Run 1, routing congestion map:
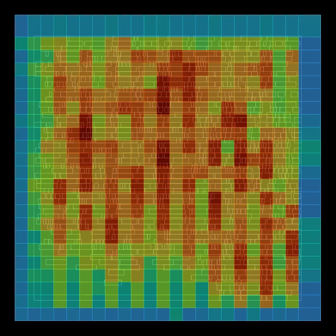
Run 1, metal layers overlaid:
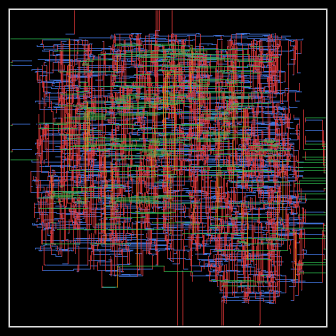
Run 1, selected gate families:
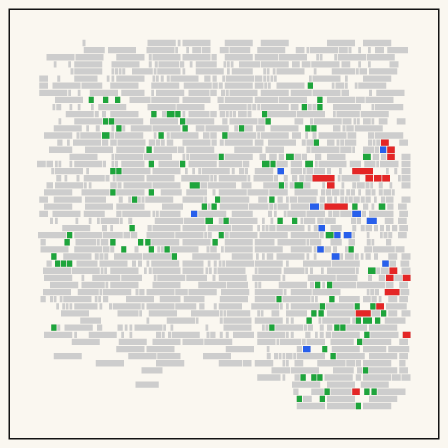
`src/rtl/core_types_pkg.sv`:
```
// ---------------------------------------------------------------------------
// core_types_pkg
//   Shared core types. Along with the tag, ROB index and checkpoint column
//   types, it provides the physical-register free-list types:
//   FL_DEPTH, free_list_ptr_t (wrap bit + 5-bit index) and prfl_checkpoint_t.
// ---------------------------------------------------------------------------
package core_types_pkg;

   localparam int unsigned NUM_PHYS_REGS      = 64;
   localparam int unsigned NUM_ARCH_REGS      = 32;
   localparam int unsigned CHECKPOINT_COLUMNS = 4;
   localparam int unsigned ROB_ENTRIES        = 64;
   localparam int unsigned FL_DEPTH           = NUM_PHYS_REGS - NUM_ARCH_REGS;

   typedef logic [$clog2(NUM_PHYS_REGS)-1:0]      phys_reg_tag_t;
   typedef logic [$clog2(ROB_ENTRIES)-1:0]        ROB_index_t;
   typedef logic [$clog2(CHECKPOINT_COLUMNS)-1:0] checkpoint_column_t;

   // bit 5 = wrap, bits 4:0 = buffer index
   typedef logic [$clog2(FL_DEPTH):0] free_list_ptr_t;

   typedef struct packed {
      logic           valid;
      ROB_index_t     ROB_index;
      free_list_ptr_t head;
   } prfl_checkpoint_t;

   // Head-side action chosen for the cycle, highest priority first.
   typedef enum logic [2:0] {
      HA_NONE,
      HA_REVERT,
      HA_RESTORE,
      HA_SAVE,
      HA_DEQUEUE
   } head_action_e;

endpackage

```
`src/rtl/prfl_checkpoint_array.sv`:
```
// ---------------------------------------------------------------------------
// prfl_checkpoint_array
//   Per-column snapshots of the free-list head pointer, indexed like the
//   map-table checkpoint columns.
// Ports:
//   i_clk, i_rst        clock, synchronous active-high reset
//   i_save_en           write {1, rob, head} into i_save_col (already arbitrated)
//   i_save_col/rob/head save column, ROB tag and head pointer
//   i_restore_valid     restore/invalidate request on i_restore_col
//   i_restore_failed    1 = restore head, 0 = invalidate only
//   i_restore_rob       ROB tag that must match the stored one
//   i_restore_col       column looked up
//   i_restore_en        the restore is taking effect (invalidate other columns)
//   o_success           comb: requested column valid and ROB tag matches
//   o_restore_head      head pointer stored in the requested column
// ---------------------------------------------------------------------------
module prfl_checkpoint_array
   import core_types_pkg::*;
(
   input  logic               i_clk,
   input  logic               i_rst,
   input  logic               i_save_en,
   input  checkpoint_column_t i_save_col,
   input  ROB_index_t         i_save_rob,
   input  free_list_ptr_t     i_save_head,
   input  logic               i_restore_valid,
   input  logic               i_restore_failed,
   input  ROB_index_t         i_restore_rob,
   input  checkpoint_column_t i_restore_col,
   input  logic               i_restore_en,
   output logic               o_success,
   output free_list_ptr_t     o_restore_head
);

   prfl_checkpoint_t   r_ckpt [CHECKPOINT_COLUMNS];
   prfl_checkpoint_t   w_sel;
   checkpoint_column_t w_save_prev_col;
   logic               w_inval_en;

   always_comb begin
      w_sel           = r_ckpt[i_restore_col];
      o_success       = i_restore_valid & w_sel.valid & (w_sel.ROB_index == i_restore_rob);
      o_restore_head  = w_sel.head;
      w_save_prev_col = i_save_col - checkpoint_column_t'(1);
      // A save to the same column overrides the invalidate.
      w_inval_en      = o_success & ~i_restore_failed &
                        ~(i_save_en & (i_save_col == i_restore_col));
   end

   always_ff @(posedge i_clk) begin
      if (i_rst) begin
         for (int unsigned i = 0; i < CHECKPOINT_COLUMNS; i++) begin
            r_ckpt[i] <= '0;
         end
         r_ckpt[0].valid <= 1'b1;
      end else begin
         if (i_restore_en) begin
            for (int unsigned i = 0; i < CHECKPOINT_COLUMNS; i++) begin
               if (checkpoint_column_t'(i) != i_restore_col) begin
                  r_ckpt[i].valid <= 1'b0;
               end
            end
         end
         if (w_inval_en) begin
            r_ckpt[i_restore_col].valid <= 1'b0;
         end
         if (i_save_en) begin
            r_ckpt[i_save_col]                <= '{valid: 1'b1, ROB_index: i_save_rob, head: i_save_head};
            r_ckpt[w_save_prev_col].ROB_index <= i_save_rob;
         end
      end
   end

endmodule

```
`src/rtl/phys_reg_free_list.sv`:
```
// ---------------------------------------------------------------------------
// phys_reg_free_list
//   Circular FIFO of free physical register tags. Dispatch dequeues rename
//   tags, commit enqueues freed tags, revert undoes the youngest dequeue and
//   a failed-speculation restore rewinds head from a checkpoint column.
// Ports:
//   CLK, RST                          clock, synchronous active-high reset
//   DUT_error                         registered, sticky protocol-error flag
//   dequeue_valid/_phys_reg_tag       head tag available / head tag
//   dequeue_ready                     rename consumes the head tag
//   enqueue_valid/_phys_reg_tag       commit frees a tag
//   revert_valid/_speculated_...      return the tag at head-1
//   save_checkpoint_*                 snapshot head into a column
//   restore_checkpoint_*              restore (failed=1) or invalidate (failed=0)
//   restore_checkpoint_success        comb: column valid and ROB tag match
//   free_count                        tail - head, 0..32
// Configuration:
//   PRFL_DUT_ERROR_EN  defined: protocol checks drive DUT_error and print
//                      a message; undefined: DUT_error tied 0, checks removed.
// ---------------------------------------------------------------------------
module phys_reg_free_list
   import core_types_pkg::*;
(
   input  logic               CLK,
   input  logic               RST,
   output logic               DUT_error,
   output logic               dequeue_valid,
   output phys_reg_tag_t      dequeue_phys_reg_tag,
   input  logic               dequeue_ready,
   input  logic               enqueue_valid,
   input  phys_reg_tag_t      enqueue_phys_reg_tag,
   input  logic               revert_valid,
   input  phys_reg_tag_t      revert_speculated_dest_phys_reg_tag,
   input  logic               save_checkpoint_valid,
   input  ROB_index_t         save_checkpoint_ROB_index,
   input  checkpoint_column_t save_checkpoint_column,
   input  logic               restore_checkpoint_valid,
   input  logic               restore_checkpoint_speculate_failed,
   input  ROB_index_t         restore_checkpoint_ROB_index,
   input  checkpoint_column_t restore_checkpoint_safe_column,
   output logic               restore_checkpoint_success,
   output logic [5:0]         free_count
);

   localparam free_list_ptr_t FULL_COUNT = free_list_ptr_t'(FL_DEPTH);

   phys_reg_tag_t  r_buf [FL_DEPTH];
   free_list_ptr_t r_head;
   free_list_ptr_t r_tail;

   head_action_e   w_action;
   free_list_ptr_t w_head_dec;
   free_list_ptr_t w_next_head;
   free_list_ptr_t w_next_count;
   free_list_ptr_t w_ckpt_head;
   logic           w_full;
   logic           w_empty;
   logic           w_enq_do;
   logic           w_restore_en;

   prfl_checkpoint_array u_ckpt (
      .i_clk            (CLK),
      .i_rst            (RST),
      .i_save_en        (w_action == HA_SAVE),
      .i_save_col       (save_checkpoint_column),
      .i_save_rob       (save_checkpoint_ROB_index),
      .i_save_head      (r_head),
      .i_restore_valid  (restore_checkpoint_valid),
      .i_restore_failed (restore_checkpoint_speculate_failed),
      .i_restore_rob    (restore_checkpoint_ROB_index),
      .i_restore_col    (restore_checkpoint_safe_column),
      .i_restore_en     (w_restore_en),
      .o_success        (restore_checkpoint_success),
      .o_restore_head   (w_ckpt_head)
   );

   always_comb begin
      w_empty              = (r_head == r_tail);
      w_full               = (r_head[4:0] == r_tail[4:0]) && (r_head[5] != r_tail[5]);
      dequeue_valid        = ~w_empty;
      dequeue_phys_reg_tag = r_buf[r_head[4:0]];
      free_count           = r_tail - r_head;
      w_head_dec           = r_head - free_list_ptr_t'(1);

      w_action = HA_NONE;
      if (revert_valid)                                                             w_action = HA_REVERT;
      else if (restore_checkpoint_valid && restore_checkpoint_speculate_failed)     w_action = HA_RESTORE;
      else if (save_checkpoint_valid)                                               w_action = HA_SAVE;
      else if (dequeue_ready)                                                       w_action = HA_DEQUEUE;

      w_restore_en = (w_action == HA_RESTORE) & restore_checkpoint_success;

      // Illegal revert (full) and dequeue (empty) leave head alone.
      w_next_head = r_head;
      unique case (w_action)
         HA_REVERT:  if (!w_full)       w_next_head = w_head_dec;
         HA_RESTORE: if (w_restore_en)  w_next_head = w_ckpt_head;
         HA_DEQUEUE: if (!w_empty)      w_next_head = r_head + free_list_ptr_t'(1);
         default:    ;
      endcase

      // Fullness judged after the head action; >= also covers an overflowing restore.
      w_next_count = r_tail - w_next_head;
      w_enq_do     = enqueue_valid & (w_next_count < FULL_COUNT);
   end

   always_ff @(posedge CLK) begin
      if (RST) begin
         r_head <= '0;
         r_tail <= FULL_COUNT;
         for (int unsigned i = 0; i < FL_DEPTH; i++) begin
            r_buf[i] <= phys_reg_tag_t'(NUM_ARCH_REGS + i);
         end
      end else begin
         r_head <= w_next_head;
         if (w_enq_do) begin
            r_buf[r_tail[4:0]] <= enqueue_phys_reg_tag;
            r_tail             <= r_tail + free_list_ptr_t'(1);
         end
      end
   end

`ifdef PRFL_DUT_ERROR_EN
   logic           r_error;
   logic           w_err;
   free_list_ptr_t w_restore_count;

   always_comb begin
      w_restore_count = r_tail - w_ckpt_head;
      w_err           = 1'b0;
      unique case (w_action)
         HA_REVERT:  w_err = w_full
                           | (r_buf[w_head_dec[4:0]] != revert_speculated_dest_phys_reg_tag)
                           | (restore_checkpoint_valid & restore_checkpoint_speculate_failed)
                           | save_checkpoint_valid | dequeue_ready;
         HA_RESTORE: w_err = (w_restore_en & (w_restore_count > FULL_COUNT))
                           | save_checkpoint_valid | dequeue_ready;
         HA_SAVE:    w_err = dequeue_ready;
         HA_DEQUEUE: w_err = w_empty;
         default:    w_err = 1'b0;
      endcase
      if (enqueue_valid && !w_enq_do) w_err = 1'b1;
   end

   always_ff @(posedge CLK) begin
      if (RST) begin
         r_error <= 1'b0;
      end else begin
         r_error <= r_error | w_err;
         if (w_err) $display("[%0t] phys_reg_free_list: protocol error (action %s)", $realtime, w_action.name());
      end
   end

   assign DUT_error = r_error;
`else
   assign DUT_error = 1'b0;
`endif

endmodule

```
`config.mk`:
```
export PLATFORM = sky130hd
export DESIGN_NAME = phys_reg_free_list
export DESIGN_NICKNAME = d
export VERILOG_FILES = /design/src/rtl/core_types_pkg.sv /design/src/rtl/prfl_checkpoint_array.sv /design/src/rtl/phys_reg_free_list.sv
export SDC_FILE = /design/constraint.sdc
export NUM_CORES = 1
export LEC_CHECK = 0
export CAP_MARGIN = 20
export CORE_MARGIN = 10
export CORE_UTILIZATION = 62
export CTS_CLUSTER_SIZE = 24
export DETAILED_ROUTE_END_ITERATION = 16
export PLACE_DENSITY = 0.81
export SYNTH_ARGS = -nofsm -noshare
export SYNTH_HDL_FRONTEND = slang
export SYNTH_SLANG_ARGS = --single-unit
```
`constraint.sdc`:
```
create_clock -name CLK -period 12.9 [get_ports CLK]
set_input_delay 2.58 -clock CLK [delete_from_list [all_inputs] [get_ports CLK]]
set_output_delay 2.58 -clock CLK [all_outputs]
set_load 0.005 [all_outputs]
```
==> summary.txt, run 1 <==
Sw power: 0.871 mW
Worst-Skew Late Latency: 0.54 ns
Largest cell class by area: sequential cells
Setup WS pre-CTS: 4.06 ns
Run status: completed
Reg2reg start: r_head[0]$_SDFF_PP0_
# clk buffers: 38
Placed Area: 13300 µm²
Final hold viol count: 0
GRT Resource Usage Total: 24.1%
Resize count post-CTS: 0
First DRT Iteration DRCs: 1108
CTS Sinks: 256
R2r setup slk: 6.52 ns
Post CTS Setup Buffer Count: 0
Worst Hold Endpoint: u_ckpt.r_ckpt[3][12]$_SDFFE_PP1P_
CTS Buffer Depth: 3
Comb gates: 649
CP max stage delay: 1.08 ns
Crit-path most repeated cell: a21o_1
Minimum clock period: 8.40 ns
Max FFs per register: 192
Notes on 'routing congestion map' above:
met1 Use GR: 31.9%
met2 Resource Use GR: 38.9%
post-DR wirelength/cell: 24.9 µm
met3 Resource Use GR: 5.11%
Final Util: 70.2%

Notes on 'metal layers overlaid' above:
- met2: red (wire length 15400 µm)
- met4: orange (wire length 931 µm)
- met3: green (wire length 4050 µm)
- met1: blue (wire length 11900 µm)

Notes on 'selected gate families' above:
- AND-OR and OR-AND gates: blue (cells 13; most used a21o_1; where middle right)
- XOR/XNOR gates: red (cells 18; most used xnor2_1)
- AND and OR gates: green (cells 102; most used and3_1)

[run 1: Yosys cell counts (7+ instances only)]
| library cell | instances |
|---|---|
| edfxtp_1 | 240 |
| nand2_1 | 146 |
| nor2_1 | 89 |
| mux4_2 | 59 |
| clkbuf_1 | 48 |
| and3_1 | 37 |
| and2_1 | 31 |
| o21ai_1 | 27 |
| a21oi_1 | 23 |
| mux2i_1 | 19 |
| or3_1 | 18 |
| dfxtp_1 | 16 |
| buf_2 | 15 |
| ha_1 | 15 |
| nand3_1 | 15 |
| buf_1 | 14 |
| o31ai_1 | 14 |
| inv_1 | 13 |
| nand4_1 | 11 |
| o221ai_1 | 11 |
| nor2_2 | 10 |
| nor2b_1 | 10 |
| o21ai_0 | 10 |
| xnor2_1 | 9 |
| nand2b_1 | 8 |
| a21o_1 | 7 |
--- run 2 (diff from run 1) ---
--- a/config.mk
+++ b/config.mk
@@ -7,10 +7,10 @@
 export LEC_CHECK = 0
 export CAP_MARGIN = 20
 export CORE_MARGIN = 10
-export CORE_UTILIZATION = 62
+export CORE_UTILIZATION = 61
 export CTS_CLUSTER_SIZE = 24
 export DETAILED_ROUTE_END_ITERATION = 16
-export PLACE_DENSITY = 0.81
+export PLACE_DENSITY = 0.8
 export SYNTH_ARGS = -nofsm -noshare
 export SYNTH_HDL_FRONTEND = slang
 export SYNTH_SLANG_ARGS = --single-unit
==> constraint.sdc (replaced) <==
create_clock -name CLK -period 8.25 [get_ports CLK]
set_input_delay 1.65 -clock CLK [delete_from_list [all_inputs] [get_ports CLK]]
set_output_delay 1.65 -clock CLK [all_outputs]
set_load 0.005 [all_outputs]
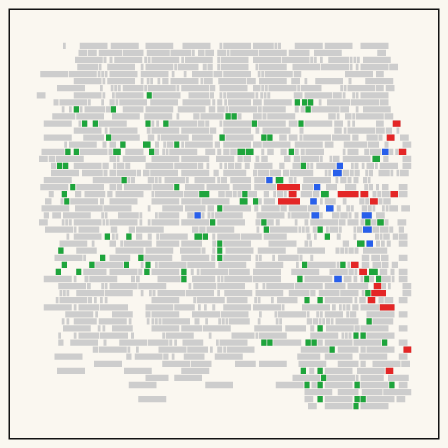
Run 2: selected gate families
- AND-OR and OR-AND gates: blue (cells 13; most used a21o_1; where middle right)
- XOR/XNOR gates: red (cells 18; most used xnor2_1)
- AND and OR gates: green (cells 102; most used and3_1)
multi-input gate share of total cell area: 33.9%
post-route non-filler standard cell count: 1312
most numerous logic cell after layout: edfxtp_1

==> run 2 against run 1 <==
Compared with the run above: final cell count grew 0.92%; final area increased by 0.70%; count of clock-buffer cells in the layout decreased by 3; worst setup slack lost 3.2 ns; critical endpoint is now r_buf[1][2]$_SDFFCE_PN0P_.
==> summary.txt, run 2 <==
Run status: completed
Worst Hold Endpoint: u_ckpt.r_ckpt[3][12]$_SDFFE_PP1P_
Placed Area: 13400 µm² (+0.89%)
Largest cell class by area: sequential cells
R2r setup slk: 2.09 ns (-4.43 ns)
Worst-Skew Late Latency: 0.53 ns (about the same)
Share of cells above drive strength 1: 14.9%
Core footprint: 20400 µm²
GRT Resource Usage Total: 23.6% (-0.44 points)
CTS Buffer Depth: 3 (unchanged)
Sw power: 1.35 mW (+55%)
CTS Sinks: 256 (unchanged)
Setup WS pre-CTS: 0.820 ns (-3.24 ns)
Post-synth top cells: edfxtp_1, nand2_1, nor2_1
Final Util: 70.0% (-0.18 points)
# clk buffers: 35 (-7.9%)
Reg2reg start: r_head[3]$_SDFF_PP0_
First DRT Iteration DRCs: 1105 (-0.27%)
Minimum clock period: 6.99 ns
Post CTS Setup Buffer Count: 0 (unchanged)
Comb gates: 649 (unchanged)
Crit-path most repeated cell: a21o_1
Met2 Resource Use GR: 38.1% (-0.83 points)
Final hold viol count: 0 (unchanged)
Met3 Resource Use GR: 4.95% (-0.16 points)
Cell with the most instances after synthesis: edfxtp_1
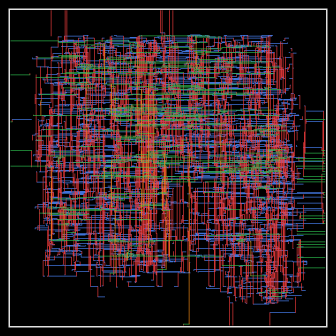
Run 2: metal layers overlaid
- met3: green (wire length 3920 µm)
- met4: orange (wire length 856 µm)
- met1: blue (wire length 11900 µm)
- met2: red (wire length 15300 µm)

## run 2: cell families (layout without fill, tap and decap cells)
logic type | count (synthesis) | after routing | synth area share [%]
other | 1 | 2 | 0.0293
and+or+nand+nor | 411 | 411 | 16.2
DFF | 256 | 256 | 58.9
AOI/OAI and AO/OA | 124 | 124 | 6.49
adders and majority gates | 16 | 16 | 1.63
muxes | 79 | 79 | 12.0
buffers and inverters | 96 | 136 | 3.11
xor gates and xnor gates | 18 | 18 | 1.70
## run 2: power groups by stage
stage / Combinational [mW] / Sequential, mW / Clock [mW]
finish: 1.38 / 1.56 / 1.19
detailed placement: 1.36 / 1.58 / 0
CTS: 1.37 / 1.55 / 1.20
global placement: 1.33 / 1.58 / 0
global route: 1.46 / 1.56 / 1.25
floorplan: 0.884 / 1.53 / 0
--- run 3 (diff from run 2) ---
--- a/config.mk
+++ b/config.mk
@@ -7,10 +7,10 @@
 export LEC_CHECK = 0
 export CAP_MARGIN = 20
 export CORE_MARGIN = 10
-export CORE_UTILIZATION = 61
+export CORE_UTILIZATION = 55
 export CTS_CLUSTER_SIZE = 24
 export DETAILED_ROUTE_END_ITERATION = 16
-export PLACE_DENSITY = 0.8
+export PLACE_DENSITY = 0.76
 export SYNTH_ARGS = -nofsm -noshare
 export SYNTH_HDL_FRONTEND = slang
 export SYNTH_SLANG_ARGS = --single-unit
==> constraint.sdc (replaced) <==
create_clock -name CLK -period 5.95 [get_ports CLK]
set_input_delay 1.19 -clock CLK [delete_from_list [all_inputs] [get_ports CLK]]
set_output_delay 1.19 -clock CLK [all_outputs]
set_load 0.005 [all_outputs]
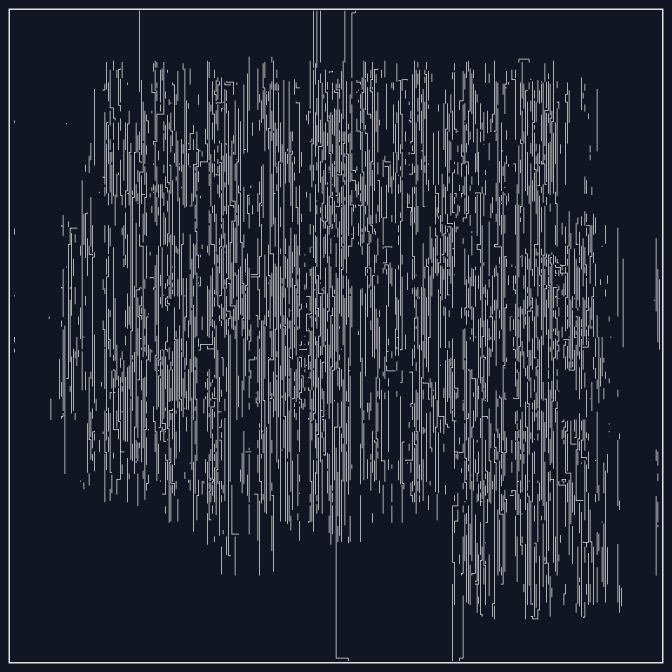
Run 3: signal wires on met2
- longest straight run: 67.5 µm
- main direction: vertical
- wire length on this layer: 16000 µm
- nets with wire on the layer: 1011
drt total wl: 33400 µm
met2 Resource Use GR: 36.3%
via count: 8995

==> run 3 against run 2 <==
Compared with the run above: area after synthesis did not move; routed wire length is 4.4% higher; via count grew 4.4%; critical path depth rose by 3; core utilization down 4.2 points; count of clock-buffer cells in the layout grew 1; non-clock buffer count is 78 higher; critical endpoint is now r_buf[7][3]$_SDFFCE_PN0P_.
==> summary.txt, run 3 <==
Post-synth top cells: edfxtp_1, nand2_1, nor2_1
Placed Area: 14200 µm² (+5.3%)
Setup WS pre-CTS: -0.397 ns (-1.22 ns)
Minimum clock period: 5.74 ns
Worst-Skew Late Latency: 0.53 ns (about the same)
Routed Antenna Nets: 0
Die Ht: 172 µm
Final hold viol count: 0 (unchanged)
Final Util: 65.9% (-4.2 points)
Most numerous logic cell after layout: edfxtp_1
CTS Sinks: 256 (unchanged)
Cell with the most instances after synthesis: edfxtp_1
Post CTS Setup Buffer Count: 0 (unchanged)
Run status: completed
R2r setup slk: 0.59 ns (-1.50 ns)
Crit-path max FO: 17
Reg2reg start: r_head[2]$_SDFF_PP0_
Met3 Resource Use GR: 5.31% (+0.36 points)
CTS Buffer Depth: 3 (unchanged)
Worst Hold Endpoint: u_ckpt.r_ckpt[3][12]$_SDFFE_PP1P_
Core footprint: 22800 µm² (+11%)
GRT Resource Usage Total: 22.7% (-0.94 points)
Share of cells above drive strength 1: 21.2% (+6.3 points)
First DRT Iteration DRCs: 1196 (+8.2%)
Cells in synth_stat.txt: 1001
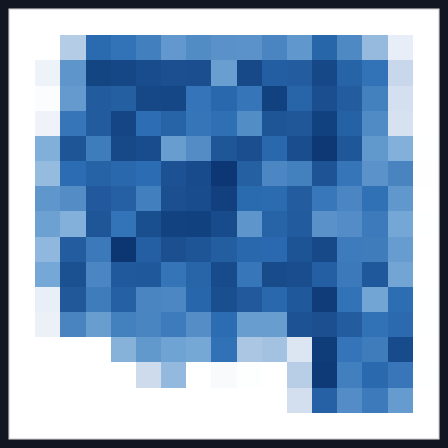
Run 3: cell density map
The die is cut into 17 by 17 equal tiles; white is low, dark blue is high, 0 to 100% covered.
- emptiest ninth of the die: lower left
- fullest tile: 98%
- tiles over 75% full: 35%
- densest ninth of the die: centre

-- run 3: kinds of logic after synthesis --
group / synth area share (%)
multiplexers: 12.0
AND/OR/NAND/NOR: 16.2
adder cells (fa/ha/maj): 1.63
flip-flops: 58.9
XOR/XNOR: 1.70
buffers and inverters: 3.11
AND-OR/OR-AND: 6.49
other: 0.0293
-- run 3: area by class of cell --
cell class	instances	area, µm²	area share (%)
clock inverters	12	105	0.701
well taps	313	392	2.61
inverters	16	60.1	0.400
clock buffers	36	709	4.73
multi-input cells	649	4880	32.5
flip-flops and latches	256	7530	50.2
repair buffers	152	1320	8.83
-- run 3: report_power, final --
group,total [mW],leakage [nW],internal [mW],switching [mW]
registers,2.14,2.22,2.06,0.0790
clock network,1.57,0.393,0.916,0.655
logic,2.18,2.36,0.986,1.20
total,5.89,4.97,3.96,1.93
Power figures rest on the tool's default switching activity, not on a simulated workload.
